### src/rtl/adc_seq_pkg.sv
// Shared types and constants for the ADC scan sequencer.
// State codes are plain constants so legacy code can compare them directly.
package adc_seq_pkg;

   localparam int CH_W      = 4;
   localparam int SAMPLE_W  = 10;
   localparam int NUM_CH    = 16;
   localparam int AVG_SHIFT = 2;
   localparam int ACC_W     = 12;

   typedef logic [2:0] state_t;

   localparam state_t ST_IDLE    = 3'd0;
   localparam state_t ST_SELECT  = 3'd1;
   localparam state_t ST_DISCARD = 3'd2;
   localparam state_t ST_CAPTURE = 3'd3;
   localparam state_t ST_EMIT    = 3'd4;

   // Index of the highest set bit; identifies the last channel of a pass.
   function automatic logic [CH_W-1:0] highest_set(input logic [NUM_CH-1:0] mask);
      logic [CH_W-1:0] h;
      h = {CH_W{1'b0}};
      for (int i = 0; i < NUM_CH; i++) begin
         h = mask[i] ? CH_W'(i) : h;
      end
      return h;
   endfunction

endpackage

### src/rtl/adc_next_channel.sv
// Rotating priority finder: lowest set mask bit strictly above ptr, wrapping
// through bit 0 and finally back to ptr itself.
module adc_next_channel
   import adc_seq_pkg::*;
(
   input  logic [NUM_CH-1:0] mask,
   input  logic [CH_W-1:0]   ptr,
   output logic [CH_W-1:0]   next_ch,
   output logic              found
);

   logic [CH_W-1:0] idx_s;

   // Walk offsets from farthest to nearest so the nearest hit is written last.
   always_comb begin
      next_ch = {CH_W{1'b0}};
      found   = 1'b0;
      idx_s   = {CH_W{1'b0}};
      for (int i = NUM_CH; i >= 1; i--) begin
         idx_s   = ptr + CH_W'(i);
         found   = found | mask[idx_s];
         next_ch = mask[idx_s] ? idx_s : next_ch;
      end
   end

endmodule

### src/rtl/adc_scan_sequencer.sv
// Round-robin ADC channel scanner with settle discard, timeout and result strobe.
// Build option: define AVERAGE_EN to average four captured samples per channel.
module adc_scan_sequencer
   import adc_seq_pkg::*;
#(
   parameter int TIMEOUT_CYCLES = 50000,
   parameter int DISCARD        = 2
) (
   input  logic                clk,
   input  logic                rst,
   input  logic                enable,
   input  logic [NUM_CH-1:0]   ch_mask,
   output logic [CH_W-1:0]     channel,
   input  logic                new_sample,
   input  logic [SAMPLE_W-1:0] sample,
   input  logic [CH_W-1:0]     sample_channel,
   output logic                result_valid,
   output logic [CH_W-1:0]     result_channel,
   output logic [SAMPLE_W-1:0] result_value,
   output logic                scan_done,
   output logic                timeout_err,
   input  logic                clr_err
);

   localparam int                TMO_W     = $clog2(TIMEOUT_CYCLES + 1);
   localparam logic [TMO_W-1:0]  TMO_LAST  = TMO_W'(TIMEOUT_CYCLES - 1);
   localparam int                DISC_W    = (DISCARD > 1) ? $clog2(DISCARD) : 1;
   localparam logic [DISC_W-1:0] DISC_LAST = DISC_W'((DISCARD > 0) ? DISCARD - 1 : 0);
   localparam state_t            ST_FIRST  = (DISCARD == 0) ? ST_CAPTURE : ST_DISCARD;

   state_t              state_r;
   logic [CH_W-1:0]     ptr_r;
   logic [CH_W-1:0]     channel_r;
   logic                last_r;
   logic [DISC_W-1:0]   disc_cnt_r;
   logic [TMO_W-1:0]    tmo_cnt_r;
   logic                result_valid_r;
   logic [CH_W-1:0]     result_channel_r;
   logic [SAMPLE_W-1:0] result_value_r;
   logic                scan_done_r;
   logic                timeout_err_r;
   logic [CH_W-1:0]     next_ch_s;
   logic                found_s;
   logic                match_s;
   logic                tmo_hit_s;
`ifdef AVERAGE_EN
   logic [ACC_W-1:0]     acc_r;
   logic [AVG_SHIFT-1:0] avg_cnt_r;
   logic [ACC_W-1:0]     acc_sum_s;

   assign acc_sum_s = acc_r + {{(ACC_W - SAMPLE_W){1'b0}}, sample};
`endif

   adc_next_channel u_next (
      .mask    (ch_mask),
      .ptr     (ptr_r),
      .next_ch (next_ch_s),
      .found   (found_s)
   );

   assign match_s   = new_sample && (sample_channel == channel_r);
   assign tmo_hit_s = (tmo_cnt_r == TMO_LAST);

   assign channel        = channel_r;
   assign result_valid   = result_valid_r;
   assign result_channel = result_channel_r;
   assign result_value   = result_value_r;
   assign scan_done      = scan_done_r;
   assign timeout_err    = timeout_err_r;

   // Scan FSM; EMIT is the result-strobe cycle and performs the next selection.
   always_ff @(posedge clk) begin
      if (rst) begin
         state_r          <= ST_IDLE;
         ptr_r            <= {CH_W{1'b1}};
         channel_r        <= {CH_W{1'b0}};
         last_r           <= 1'b0;
         disc_cnt_r       <= {DISC_W{1'b0}};
         tmo_cnt_r        <= {TMO_W{1'b0}};
         result_valid_r   <= 1'b0;
         result_channel_r <= {CH_W{1'b0}};
         result_value_r   <= {SAMPLE_W{1'b0}};
         scan_done_r      <= 1'b0;
         timeout_err_r    <= 1'b0;
`ifdef AVERAGE_EN
         acc_r            <= {ACC_W{1'b0}};
         avg_cnt_r        <= {AVG_SHIFT{1'b0}};
`endif
      end else begin
         result_valid_r <= 1'b0;
         scan_done_r    <= 1'b0;
         // A timeout later in this block overrides the clear.
         if (clr_err) begin
            timeout_err_r <= 1'b0;
         end
         if (!enable) begin
            state_r <= ST_IDLE;
         end else begin
            case (state_r)
               ST_IDLE: begin
                  if (ch_mask != {NUM_CH{1'b0}}) begin
                     state_r <= ST_SELECT;
                  end
               end
               ST_SELECT, ST_EMIT: begin
                  if (found_s) begin
                     channel_r  <= next_ch_s;
                     ptr_r      <= next_ch_s;
                     last_r     <= (next_ch_s == highest_set(ch_mask));
                     disc_cnt_r <= {DISC_W{1'b0}};
                     tmo_cnt_r  <= {TMO_W{1'b0}};
`ifdef AVERAGE_EN
                     acc_r      <= {ACC_W{1'b0}};
                     avg_cnt_r  <= {AVG_SHIFT{1'b0}};
`endif
                     state_r    <= ST_FIRST;
                  end else begin
                     state_r <= ST_IDLE;
                  end
               end
               ST_DISCARD: begin
                  if (match_s && (disc_cnt_r == DISC_LAST)) begin
                     tmo_cnt_r <= {TMO_W{1'b0}};
                     state_r   <= ST_CAPTURE;
                  end else if (tmo_hit_s) begin
                     timeout_err_r <= 1'b1;
                     state_r       <= ST_SELECT;
                  end else begin
                     tmo_cnt_r <= tmo_cnt_r + 1'b1;
                     if (match_s) begin
                        disc_cnt_r <= disc_cnt_r + 1'b1;
                     end
                  end
               end
               ST_CAPTURE: begin
`ifdef AVERAGE_EN
                  if (match_s && (avg_cnt_r == {AVG_SHIFT{1'b1}})) begin
                     result_valid_r   <= 1'b1;
                     result_channel_r <= channel_r;
                     result_value_r   <= acc_sum_s[ACC_W-1:AVG_SHIFT];
                     scan_done_r      <= last_r;
                     state_r          <= ST_EMIT;
                  end else if (match_s) begin
                     acc_r     <= acc_sum_s;
                     avg_cnt_r <= avg_cnt_r + 1'b1;
                     tmo_cnt_r <= {TMO_W{1'b0}};
                  end else if (tmo_hit_s) begin
                     timeout_err_r <= 1'b1;
                     state_r       <= ST_SELECT;
                  end else begin
                     tmo_cnt_r <= tmo_cnt_r + 1'b1;
                  end
`else
                  if (match_s) begin
                     result_valid_r   <= 1'b1;
                     result_channel_r <= channel_r;
                     result_value_r   <= sample;
                     scan_done_r      <= last_r;
                     state_r          <= ST_EMIT;
                  end else if (tmo_hit_s) begin
                     timeout_err_r <= 1'b1;
                     state_r       <= ST_SELECT;
                  end else begin
                     tmo_cnt_r <= tmo_cnt_r + 1'b1;
                  end
`endif
               end
               default: begin
                  state_r <= ST_IDLE;
               end
            endcase
         end
      end
   end

endmodule

### config.mk
export PLATFORM = sky130hd
export DESIGN_NAME = adc_scan_sequencer
export DESIGN_NICKNAME = d
export VERILOG_FILES = /design/src/rtl/adc_seq_pkg.sv /design/src/rtl/adc_next_channel.sv /design/src/rtl/adc_scan_sequencer.sv
export SDC_FILE = /design/constraint.sdc
export NUM_CORES = 1
export LEC_CHECK = 0
export CORE_AREA = 8 8 100 102
export DETAILED_ROUTE_END_ITERATION = 10
export DIE_AREA = 0 0 108 110
export MAX_ROUTING_LAYER = met4
export PLACE_DENSITY = 0.75
export RECOVER_POWER = 100
export SLEW_MARGIN = 40
export SYNTH_ARGS = -nofsm -noshare
export SYNTH_HDL_FRONTEND = slang
export SYNTH_SLANG_ARGS = --single-unit
### constraint.sdc
create_clock -name clk -period 10.3 [get_ports clk]
set_clock_uncertainty 0.1 [all_clocks]
set_input_delay 2.575 -clock clk [delete_from_list [all_inputs] [get_ports clk]]
set_output_delay 2.575 -clock clk [all_outputs]
set_load 0.05 [all_outputs]
### Met2 routing, run 1

Drawn at 3 px/um.
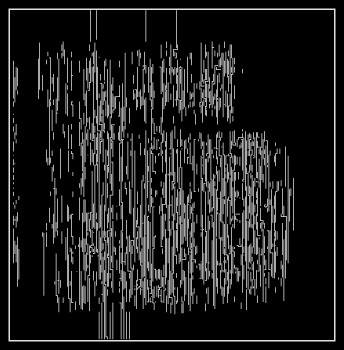
The longest straight run is 40.1 um. The layer holds 45% of the routed length.

### Sizing map, run 1

Drawn at 4 px/um.
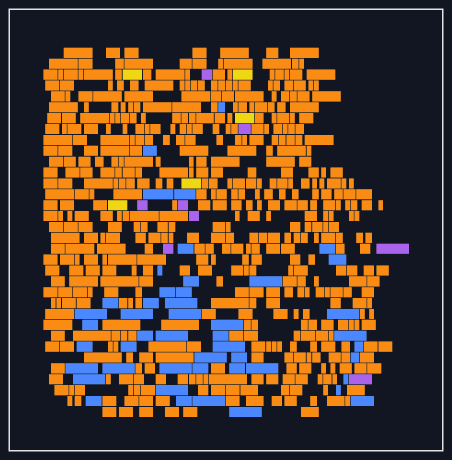
_0 and _1 cells: in orange, cells 502, most used nor2_1. _6 and larger: in yellow, cells 5, most used clkbuf_8. _3 and _4 cells: in purple, cells 8, most used buf_4. _2 cells: in blue, cells 47, most used mux4_2.

### Zoomed window, run 1

Window x 42 to 67, y 42 to 67 um. Cells in grey, sequential cells in the stronger grey; small squares are vias.
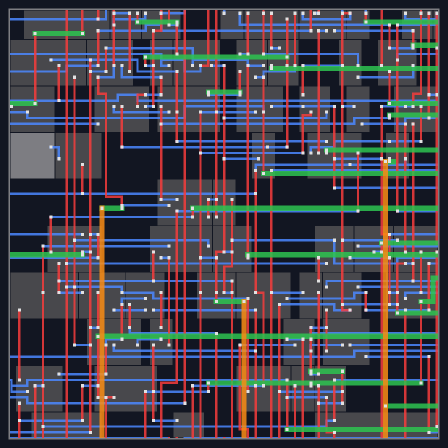
metal 3: in green. metal 1: in blue. metal 2: in red. metal 4: in orange.
55 logic cells have their middle in the window. Most frequent: nand2_1 (5), mux2i_1 (4), nor2_1 (4). Sequential cells in the window: 0.

### Where the registers sit, run 1

Drawn at 3 px/um. Other sequential cells in the stronger grey, the rest of the logic in the fainter grey.
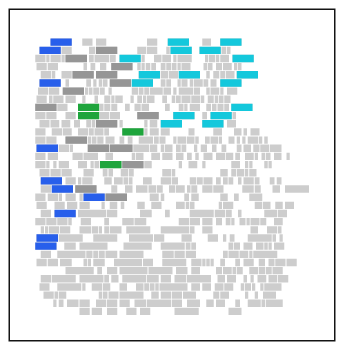
channel: in green, placed flops 4. result_value: in blue, placed flops 10. tmo_cnt_r: in cyan, placed flops 16, where top centre.
Another 16 sequential cells are not coloured.

==> reports/summary.rpt, run 1 <==
=================================================================================
Tmin final .........................................................      7870 ps
Clock sink count ...................................................           46
Mapped Nets ........................................................          561
Number of instances in the synthesized netlist .....................          518
Slowest stage cell, crit path ...................................... sky130_fd_sc_hd__o21ai_0
Part of the power in combinational logic ...........................        0.501
Power Internal .....................................................     0.349 mW
Run status ......................................................... finished, violations left
Yosys warnings .....................................................            0
Post-synthesis sequential area ratio ...............................        0.203
Flop area ..........................................................     922 um^2
Hold bufs inserted after CTS .......................................            0
Number of nets still failing antenna checks after routing ..........            0
Initial Utilization ................................................        0.536
Hold slack final ...................................................       381 ps
Leading post-synthesis cells by instance count ..................... sky130_fd_sc_hd__nor2_1, sky130_fd_sc_hd__dfxtp_1, sky130_fd_sc_hd__mux2i_1
CP max stage delay .................................................      1510 ps
Number of H-tree branching levels ..................................            2
Combinational gate area ............................................ 0.00340 mm^2
Final design instance area without fill ............................ 0.00521 mm^2
Max-slew headroom ..................................................       -0.275
Core Util, Final ...................................................        0.615
Share of cells above drive strength 1 ..............................        0.107
Max frequency ......................................................      127 MHz
Maximum capacitance violations .....................................            1
Unrepaired setup endpoints after global routing ....................           no
Area growth, synth to finish .......................................        14.7%
DR vias ............................................................         4450
Wire length per cell ...............................................      20.0 um
Filler Cells Inserted ..............................................          704
Worst slack, placed ................................................      3620 ps
Worst hold path depth ..............................................            2
Aggregate routed wire length .......................................     13400 um
Final period util ..................................................        0.764
Crit path kind .....................................................       in2reg
Standby leakage power ..............................................      1.92 nW
Clock network fraction of design power .............................        0.190
DP HPWL ............................................................     10000 um
Highest ir drop seen on vdd ........................................      71.4 uV
All-layer global routing usage .....................................        0.235
Non-filler cells, final ............................................          670
Flops & latches, synth .............................................           46
Cell types with the largest area share after synthesis ............. sky130_fd_sc_hd__dfxtp_1, sky130_fd_sc_hd__mux2i_1, sky130_fd_sc_hd__mux4_2
Final tally of setup violations ....................................            0
Die X-Extent .......................................................       108 um
Violated checks .................................................... capacitance limit, slew limit
Synth top cell by count ............................................ sky130_fd_sc_hd__nor2_1
Critical Path Fanout Max ...........................................           20
Crit Reg-Reg Endpoint .............................................. tmo_cnt_r[7]
Setup bufs post-CTS ................................................            0
Commonest flop ..................................................... sky130_fd_sc_hd__dfxtp_1
Overall chip area ..................................................  0.0119 mm^2
Fraction of synthesis flops using an asynchronous set or reset pin .            0
Global-route wire length before repair .............................     21700 um
Setup crit end kind ................................................    flip-flop
Post-detailed-route via-to-cell ratio ..............................         6.64
Data arrival, critical path ........................................      8000 ps
IO Count ...........................................................           56
Synth area leader .................................................. sky130_fd_sc_hd__dfxtp_1
Final count of pins violating max slew .............................           21
Cell total after placement .........................................          662
Pin count of the biggest net entering global routing ...............           41
=================================================================================
[run 1: worst reg2reg max path, stage by stage, from the launching register on]
cell	delay, ps
sky130_fd_sc_hd__dfxtp_1	320
sky130_fd_sc_hd__buf_4	310
sky130_fd_sc_hd__inv_2	230
sky130_fd_sc_hd__ha_2	690
sky130_fd_sc_hd__mux4_2	680
sky130_fd_sc_hd__mux4_2	630
sky130_fd_sc_hd__or2_1	310
sky130_fd_sc_hd__nor4_1	300
sky130_fd_sc_hd__a311oi_1	290
sky130_fd_sc_hd__o21ai_0	1510
sky130_fd_sc_hd__o21bai_1	790
sky130_fd_sc_hd__a21oi_1	280
[run 1: sequential cells by signal, summed over array words and instances (netlist names)]
signal,count
last_r,1
result_value,10
disc_cnt_r,1
channel,4
timeout_err,1
scan_done,1
tmo_cnt_r,16
state_r,3
result_channel,4
ptr_r,4
result_valid,1
[run 1: layout make-up]
cell class,count,share of cell area
multi-input combinational,429,0.654
sequential,46,0.177
timing repair buffer,61,0.114
tap,108,0.0260
clock buffer,6,0.0139
inverter,18,0.0130
clock inverter,2,0.00264
[run 1: routing by layer]
metal  track usage  share of wire  up-vias
li1              -              -     2063
met4        0.0595          0.018        0
met3        0.0465          0.091       27
met5             -              0        -
met1         0.308           0.44     2129
met2         0.363           0.45      231
[run 1: kinds of logic (layout without fill, tap and decap cells)]
logic type               count (synthesis)  in the layout  synth area share
AND-OR/OR-AND                          114            114             0.176
adder cells (fa/ha/maj)                  8              8            0.0221
buffers and inverters                   43             87            0.0438
multiplexers                            90             90             0.291
AND/OR/NAND/NOR                        183            183             0.197
XOR/XNOR                                34             34            0.0673
flip-flops                              46             46             0.203
[run 1: power groups by stage]
stage / logic, mW / clock network, mW / registers (mW)
final: 0.298 / 0.113 / 0.183
after global routing: 0.319 / 0.120 / 0.184
after CTS: 0.291 / 0.114 / 0.183
after detailed placement: 0.290 / 0 / 0.187
after global placement: 0.290 / 0 / 0.187
after floorplan: 0.209 / 0 / 0.190
[run 1: worst max path at each step]
stage | from | to | slack, ps
2_1_floorplan | ch_mask[3] | last_r | 4850
3_5_place_dp | ch_mask[3] | tmo_cnt_r[1] | 3620
4_1_cts | ch_mask[3] | tmo_cnt_r[7] | 3910
6_report | ch_mask[3] | tmo_cnt_r[7] | 2430
3_3_place_gp | ch_mask[7] | tmo_cnt_r[7] | 3360
5_1_grt | ch_mask[3] | tmo_cnt_r[7] | 2060
[run 1: layout by cell type (no fill, tap or decap), types with 17 or more instances in the layout]
master                            count
sky130_fd_sc_hd__a21oi_1             32
sky130_fd_sc_hd__clkdlybuf4s50_1     32
sky130_fd_sc_hd__dfxtp_1             45
sky130_fd_sc_hd__dlygate4sd3_1       23
sky130_fd_sc_hd__mux2_2              17
sky130_fd_sc_hd__mux2i_1             44
sky130_fd_sc_hd__mux4_2              19
sky130_fd_sc_hd__nand2_1             43
sky130_fd_sc_hd__nor2_1              53
sky130_fd_sc_hd__nor3_1              21
sky130_fd_sc_hd__xnor2_1             24
## Run 2: what changed since run 1
Clock period 10.3 ns to 8 ns, I/O delays scaled along.
==> run 2 against run 1 <==
Critical path depth up 1. Largest power group unchanged. Via count down 0.34%. Area after synthesis stayed put. Combinational power rose by 28%. The flow now finishes without violations. Final cell count up 0.15%. Sequential share of layout area is 0.10 points lower. Hold slack improved by 11 ps. Power grew 34%. Synthesized cell count unchanged.
==> reports/summary.rpt, run 2 <==
=================================================================================
Run status ......................................................... finished, final reports clean   was finished, violations left
TNS Setup ..........................................................         0 ps   unchanged
Setup crit end kind ................................................    flip-flop   unchanged
Worst-Margin Slew ..................................................       975 ps   was 1890 ps
Commonest flop ..................................................... sky130_fd_sc_hd__dfxtp_1   unchanged
Standby leakage power ..............................................      1.94 nW   was 1.92 nW
Flops & latches, synth .............................................           46   unchanged
Die X-Extent .......................................................       108 um   unchanged
Clock sink count ...................................................           46   unchanged
Slowest stage cell, crit path ...................................... sky130_fd_sc_hd__mux4_1   was sky130_fd_sc_hd__o21ai_0
Area growth, synth to finish .......................................        15.4%   was 14.7%
DRT met1 WL ........................................................      5860 um   was 5900 um
Fraction of synthesis flops using an asynchronous set or reset pin .            0   unchanged
Synth area leader .................................................. sky130_fd_sc_hd__dfxtp_1   unchanged
Top layer in use ...................................................         met4   unchanged
Initial Utilization ................................................        0.536   unchanged
Number of H-tree branching levels ..................................            2   unchanged
Max FFs per register ...............................................           16   unchanged
Max frequency ......................................................      155 MHz
Synth top cell by count ............................................ sky130_fd_sc_hd__nor2_1   unchanged
DP HPWL ............................................................     10000 um   about the same
Setup bufs post-CTS ................................................            0   unchanged
DR vias ............................................................         4435   was 4450
Met3 WL ............................................................      1390 um   was 1220 um
Crit path kind .....................................................       in2reg   unchanged
Wire length per cell ...............................................      20.1 um   was 20.0 um
Data arrival, critical path ........................................      6550 ps   was 8000 ps
Leading post-synthesis cells by instance count ..................... sky130_fd_sc_hd__nor2_1, sky130_fd_sc_hd__dfxtp_1, sky130_fd_sc_hd__mux2i_1   unchanged
First-pass iteration count of the detailed router ..................            7   was 5
Cell types with the largest area share after synthesis ............. sky130_fd_sc_hd__dfxtp_1, sky130_fd_sc_hd__mux2i_1, sky130_fd_sc_hd__mux4_2   unchanged
Final count of pins violating max slew .............................            0   was 21
All-layer global routing usage .....................................        0.230   was 0.235
Number of nets still failing antenna checks after routing ..........            0   unchanged
Post-detailed-route via-to-cell ratio ..............................         6.61   was 6.64
Global-route wire length before repair .............................     21500 um   was 21700 um
Aggregate routed wire length .......................................     13500 um   was 13400 um
Post-synthesis sequential area ratio ...............................        0.203   unchanged
Final tally of setup violations ....................................            0   unchanged
Worst setup path startpoint ........................................   ch_mask[2]   was ch_mask[3]
Net count of the finished layout ...................................          605   was 604
Tmin final .........................................................      6440 ps
Share of cells above drive strength 1 ..............................        0.108   was 0.107
CP max stage delay .................................................       680 ps   was 1510 ps
Maximum capacitance violations .....................................            0   was 1
Yosys warnings .....................................................            0   unchanged
Final period util ..................................................        0.805
# resized after CTS ................................................            0   unchanged
Filler Cells Inserted ..............................................          704   unchanged
Power density over the cells .......................................  152 mW/mm^2   was 114 mW/mm^2
Metal2 WL ..........................................................      5940 um   was 6040 um
Register ranked first by flip-flop count ...........................    tmo_cnt_r   unchanged
Unrepaired setup endpoints after global routing ....................           no   unchanged
Number of instances in the synthesized netlist .....................          518   unchanged
Most common cell after layout, fill and taps aside ................. sky130_fd_sc_hd__nor2_1   unchanged
Most common logic cells in the final layout ........................ sky130_fd_sc_hd__nor2_1, sky130_fd_sc_hd__dfxtp_1, sky130_fd_sc_hd__mux2i_1   unchanged
Critical Path Fanout Max ...........................................           20   unchanged
Hold bufs inserted after CTS .......................................            0   unchanged
Highest ir drop seen on vdd ........................................       114 uV   was 71.4 uV
=================================================================================
run 2: cell counts after synthesis:
Identical to the previous run, type by type.
run 2: cell families after synthesis:
group / synth area share
simple gates: 0.197
compound gates: 0.176
mux: 0.291
flops: 0.203
buf+inv: 0.0438
xor+xnor: 0.0673
fa+ha+maj: 0.0221
run 2: cell type report:
class,count,area [um^2],area share
Sequential cell,46,922,0.176
Timing Repair Buffer,62,596,0.114
Inverter,18,67.6,0.0129
Clock inverter,3,43.8,0.00836
Multi-Input combinational cell,429,3400,0.650
Tap cell,108,135,0.0258
Clock buffer,5,68.8,0.0131
run 2: metrics by stage:
stage	util	hold WS [ps]	cell area, um^2	setup WS [ps]	cells
floorplan	-	330	4540	3120	518
global placement	0.608	357	5150	2170	663
detailed placement	0.608	386	5150	2110	663
CTS	0.621	403	5260	2420	671
global route	0.619	429	5240	1220	671
finish	0.619	392	5240	1560	671
run 2: tightest hold or removal path, cell delays in order (launching register included):
cell and delay [ps]:
sky130_fd_sc_hd__dfxtp_1 320, sky130_fd_sc_hd__nand2b_1 70, sky130_fd_sc_hd__a21oi_1 60
run 2: path summary, 6_finish.rpt:
check	endpoint	slack (ps)	depth (start not counted)
min reg2reg	timeout_err	390	2
min	timeout_err	390	2
max reg2reg	tmo_cnt_r[1]	2380	12
max	tmo_cnt_r[1]	1560	10
run 2: power by group:
group / switching (mW) / internal (mW) / leakage [nW]
clock network: 0.0831 / 0.0938 / 0.0585
logic: 0.226 / 0.155 / 1.51
registers: 0.00526 / 0.232 / 0.371
run 2: routing by layer:
layer,GRT usage,vias to the layer above
li1,-,2062
met1,0.296,2058
met2,0.341,282
met3,0.0640,33
met4,0.0763,0
met5,-,-
### Met2 routing, run 2

Drawn at 3 px/um.
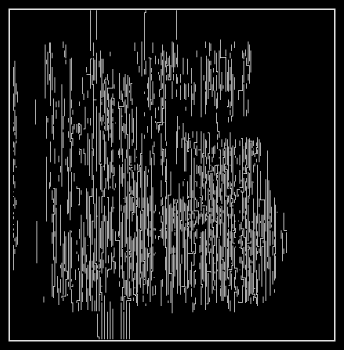
The longest straight run is 37.1 um. 504 nets have wire on it. The wires run mostly vertical. The layer holds 44% of the routed length.

### Where the registers sit, run 2

Drawn at 3 px/um. Other sequential cells in the stronger grey, the rest of the logic in the fainter grey.
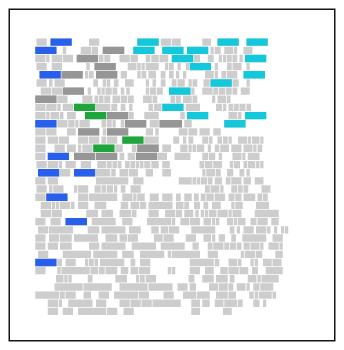
Core Util, Final: 0.619
Flop area: 922 um^2
Seq power: 0.238 mW
fraction of area in registers: 0.176

## Run 3: what changed since run 2
Clock period 8 ns to 6 ns, I/O delays scaled along.
==> run 3 against run 2 <==
Hold slack worse by 13 ps. Routed wire length up 0.69%. Sequential share of layout area about the same. Clock-buffer cell count is the same. Synthesized cell count did not move. Combinational power grew 34%. Cell area up 0.24%. Core utilization increased by 0.15 points. Worst setup slack worse by 820 ps. Critical path depth down 1. Final cell count unchanged. Critical path type unchanged. Largest power group unchanged.
==> reports/summary.rpt, run 3 <==
=====================================================================
Leading post-synthesis cells by instance count ......... sky130_fd_sc_hd__nor2_1, sky130_fd_sc_hd__dfxtp_1, sky130_fd_sc_hd__mux2i_1   unchanged
Final design instance area without fill ................ 0.00525 mm^2   was 0.00524 mm^2
Most common cell after layout, fill and taps aside ..... sky130_fd_sc_hd__nor2_1   unchanged
First-pass iteration count of the detailed router ......            6   was 7
Minimum setup slack among reg-to-reg paths .............      1100 ps   was 2380 ps
Area growth, synth to finish ...........................        15.7%   was 15.4%
Filler Cells Inserted ..................................          725   was 704
Max FFs per register ...................................           16   unchanged
DP HPWL ................................................     10300 um   was 10000 um
Pin count of the biggest net entering global routing ...           41   unchanged
Die X-Extent ...........................................       108 um   unchanged
Crit path kind .........................................       in2reg   unchanged
Setup bufs post-CTS ....................................            0   unchanged
Global-route wire length before repair .................     21700 um   was 21500 um
Flops & latches, synth .................................           46   unchanged
Hold bufs inserted after CTS ...........................            0   unchanged
Data arrival, critical path ............................      5370 ps   was 6550 ps
Clock network fraction of design power .................        0.220   was 0.222
Register ranked first by flip-flop count ...............    tmo_cnt_r   unchanged
Part of the power in registers .........................        0.299   about the same
Met3 routing resource usage after global routing .......       0.0622   was 0.0640
Power Internal .........................................     0.642 mW   was 0.481 mW
Number of instances in the synthesized netlist .........          518   unchanged
Sw Share ...............................................        0.395   about the same
Max frequency ..........................................      190 MHz
Net count of the finished layout .......................          605   unchanged
Psw ....................................................     0.419 mW   was 0.314 mW
Critical Path Fanout Max ...............................           11   was 20
# resized after CTS ....................................            0   unchanged
Clock sink count .......................................           46   unchanged
Global-route track usage on met2 .......................        0.339   was 0.341
Most crowded layer after global routing ................         met2   unchanged
Slowest stage cell, crit path .......................... sky130_fd_sc_hd__a311oi_1   was sky130_fd_sc_hd__mux4_1
Final period util ......................................        0.877
Worst-Margin Slew ......................................       808 ps   was 975 ps
Setup crit end kind ....................................    flip-flop   unchanged
Initial Utilization ....................................        0.536   unchanged
Mapped Nets ............................................          561   unchanged
Global routing usage on met1 ...........................        0.309   was 0.296
Hold endpoint ..........................................  timeout_err   unchanged
Tmin final .............................................      5260 ps
Share of cells above drive strength 1 ..................        0.112   was 0.108
Standby leakage power ..................................      1.95 nW   was 1.94 nW
Wire length per cell ...................................      20.2 um   was 20.1 um
Part of the power in combinational logic ...............        0.480   was 0.479
Unrepaired setup endpoints after global routing ........           no   unchanged
Cell types with the largest area share after synthesis . sky130_fd_sc_hd__dfxtp_1, sky130_fd_sc_hd__mux2i_1, sky130_fd_sc_hd__mux4_2   unchanged
TNS Setup ..............................................         0 ps   unchanged
Highest ir drop seen on vdd ............................       119 uV   was 114 uV
Power density over the cells ...........................  202 mW/mm^2   was 152 mW/mm^2
Maximum capacitance violations .........................            0   unchanged
Most common logic cells in the final layout ............ sky130_fd_sc_hd__nor2_1, sky130_fd_sc_hd__dfxtp_1, sky130_fd_sc_hd__mux2i_1   unchanged
Run status ............................................. finished, final reports clean   unchanged
DR vias ................................................         4415   was 4435
Worst setup path startpoint ............................   ch_mask[5]   was ch_mask[2]
=====================================================================
==> run 3: layout make-up <==
type	instances	area (um^2)	share of cell area
clock inverter	3	43.8	0.00834
inverter	18	67.6	0.0129
sequential	46	922	0.176
tap	108	135	0.0257
clock buffer	5	68.8	0.0131
multi-input combinational	429	3410	0.650
timing repair buffer	62	599	0.114
==> run 3: cells by family (layout without fill, tap and decap cells) <==
| kind of cell | after synthesis | after routing | share of synthesized area |
|---|---|---|---|
| adders and majority gates | 8 | 8 | 0.0221 |
| xor gates and xnor gates | 34 | 34 | 0.0673 |
| DFF | 46 | 46 | 0.203 |
| buffers and inverters | 43 | 88 | 0.0438 |
| and+or+nand+nor | 183 | 183 | 0.197 |
| AOI/OAI and AO/OA | 114 | 114 | 0.176 |
| muxes | 90 | 90 | 0.291 |
==> run 3: layer usage <==
metal	vias up	routed length, um
met2	264	5990
met4	0	297
met1	2054	5940
met5	-	0
li1	2062	-
met3	35	1340
==> run 3: worst max path at each step <==
| stage | to | slack [ps] | depth (start not counted) |
|---|---|---|---|
| 6_report | last_r | 740 | 9 |
| 5_1_grt | last_r | 360 | 9 |
| 4_1_cts | tmo_cnt_r[7] | 1030 | 10 |
| 3_5_place_dp | tmo_cnt_r[7] | 710 | 10 |
| 3_3_place_gp | last_r | 780 | 10 |
| 2_1_floorplan | last_r | 1430 | 17 |
==> run 3: per-stage QoR <==
step	total power [mW]	hold WS, ps	setup slack, ps	utilization	cells
2_1_floorplan	0.685	330	1430	-	518
3_3_place_gp	0.816	356	781	0.608	663
3_5_place_dp	0.818	377	714	0.608	663
4_1_cts	1.05	388	1030	0.621	671
5_1_grt	1.11	395	359	0.620	671
6_report	1.06	379	740	0.620	671
==> run 3: power groups by stage <==
stage | Sequential [mW] | Combinational (mW) | Clock (mW)
after detailed placement | 0.324 | 0.493 | 0
after global routing | 0.318 | 0.544 | 0.252
after CTS | 0.317 | 0.496 | 0.241
final | 0.317 | 0.510 | 0.234
after global placement | 0.324 | 0.492 | 0
after floorplan | 0.327 | 0.358 | 0
==> run 3: tightest hold or removal path, cell delays in order (launching register included) <==
cell and delay, ps:
sky130_fd_sc_hd__dfxtp_1 320, sky130_fd_sc_hd__nand2b_1 70, sky130_fd_sc_hd__a21oi_1 50
### Where the registers sit, run 3

Drawn at 3 px/um. Other sequential cells in the stronger grey, the rest of the logic in the fainter grey.
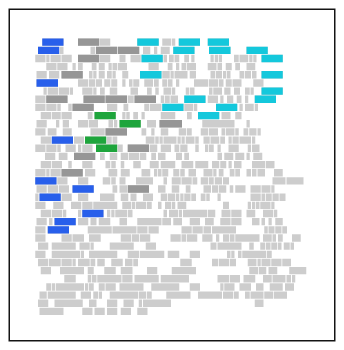
channel: in green, placed flops 4. tmo_cnt_r: in cyan, placed flops 16. result_value: in blue, placed flops 10.
Another 16 sequential cells are not coloured.

### Sizing map, run 3

Drawn at 4 px/um.
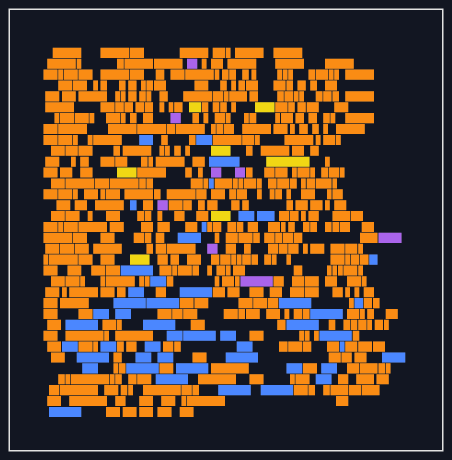
_0 and _1 cells: in orange, cells 500, most used nor2_1. _6 and larger: in yellow, cells 7, most used clkbuf_8. _2 cells: in blue, cells 48, most used mux4_2. _3 and _4 cells: in purple, cells 8, most used buf_4.

Power and IR drop assume default switching activity.
